Design memory_access, sky130hd; sources not shown.
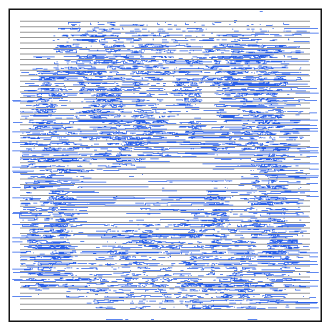
**Above:** the metal 1 layer.
(2 px per µm) Supply wires on this layer in gray.
share of all routed wire = 36%
longest straight run = 66.7 µm
main direction = horizontal
via count: 10060
final WL: 36.94 mm
met1 usage: 32.36%

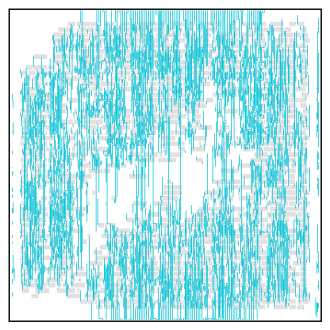
**Above:** the metal 2 layer.
(2 px per µm)
share of all routed wire = 50%
main direction = vertical
longest straight run = 61.5 µm
nets with wire on the layer = 1478
M2 GR Usage: 51.27%

==> flow_metrics.tcl <==
# collected from the flow reports
set metrics [dict create \
    status "finished, final reports clean" \
    grt_max_degree 16 \
    ys_cells 1108 \
    power-per-cell-area_nw_per_um2 327.2 \
    crit_required_ps 5260 \
    netlist_area_um2 10130 \
    comb_share_pct 26.64 \
    largest_class "registers" \
    n_antenna_cell 1 \
    whs_ps 440.9 \
    timing.critical_path.buf_inv 3 \
    pwr-share-clk_pct 44.7 \
    dp.cells 1746 \
    nNonClkInverters 4 \
    antenna_found_initial 1 \
    io_buffers 363 \
    place_ws_ps 773.5 \
    max-cap-violations 0 \
    finalCoreUtilization_pct 72.07 \
    clk-power_mw 2.20 \
    fin_crit_ps 3506 \
    seq_area_share_pct 36.30 \
    drtIter0Drc 678 \
    cts_sinks 273 \
    worst_slack_ps 1294 \
    path_max_fanout 10 \
    ys_sh_simple_pct 14.60 \
    postSynthAreaPerCell_um2 9.140 \
    routed.top_layer "met4" \
    insertion_delay_ps 540 \
    ant_nets 0 \
    cts_tree "done" \
    placed_area_um2 14100 \
    cts_made_buffers 28 \
    path_class "input pin to flip-flop" \
    die_y_um 155.3 \
    ys.flops 273 \
    cts-root-buf "clkbuf_16" \
    regArea_um2 5465 \
    cp_common_cell "buf_2" \
    hold_viol 0 \
    ff_count 273 \
    ir_drop_uv 262.0 \
    fa_ha_area_share_pct 0.1235 \
    synth_chip_area_um2 10130 \
    r2r_slack_ps 2490 \
    crit_family "buffers and inverters" \
    cts-resized-gates 0 \
    cts_setup_buffers 0 \
    design_area_um2 15050 \
    finalCritPeriodShare_pct 73.04 \
    ys_sh_mux_pct 4.670 \
    dr_wl_met3_mm 3.665 \
    synthCells 1108 \
    n_all_buffers 482 \
    fin_nets 1666 \
    fmaxAchievable_ghz 0.2852 \
    finalPower_mw 4.926 \
    clkCellAreaFrac_pct 6.292 \
    yosysWarnings 0 \
    timing.slew.headroom_pct 38.36 \
    p_seq_share_pct 46.9 \
    final_cell_mix "clkdlybuf4s50_1 (363), dfxtp_1 (273), nand2_1 (256), a21oi_1 (144), a22o_1 (74)" \
    clkbuf_count 39 \
    dpl.hpwl_mm 27.17 \
    htreeDepth 1 \
    ys_async_sr_fraction_pct 0 \
    tightest_slew_ps 924.5 \
    tap-cell-count 275 \
    drive_above_1_share_pct 9.258 \
    worstPathCellList "clkdlybuf4s50_1 > nor4_4 > a21oi_1 > nor2b_1 > buf_2 > buf_2 > a22o_1" \
    fin_worst_skew_ps 16.92 \
    cp-start-kind "input pin" \
    fp_nets 1273 \
    wl_per_cell_um 20.53 \
    intPower_mw 3.815 \
    p_leak_nw 5.515 \
    min_path_type "flip-flop to flip-flop" \
    grt_first_pass_wirelength_mm 55.67 \
    tns_ps 0 \
    core.rowCount 53 \
]
[synthesized netlist by cell type (4+ instances only)]
master	instances	area, µm²
mux2i_1	18	180.2
inv_1	4	15.01
clkbuf_1	46	172.7
a22o_1	74	648.1
nand2b_1	7	43.79
dfxtp_1	273	5465
nand2_1	256	960.9
a22oi_1	16	120.1
nand3_1	18	90.09
a21oi_1	144	720.7
and2_1	6	37.54
nor2b_1	5	31.28
buf_2	32	160.2
mux2_2	10	112.6
buf_4	40	300.3
a211oi_1	8	60.06
o21ai_0	34	170.2
a311oi_1	16	140.1
nor2_1	52	195.2
mux4_2	8	180.2
[routing by layer]
layer	up-vias	track usage (%)
met5	-	0
met4	0	12.09
met3	111	8.234
met2	590	51.27
met1	4741	32.36
li1	4617	-
No activity file was given, so power comes from the tool's default toggle rates.
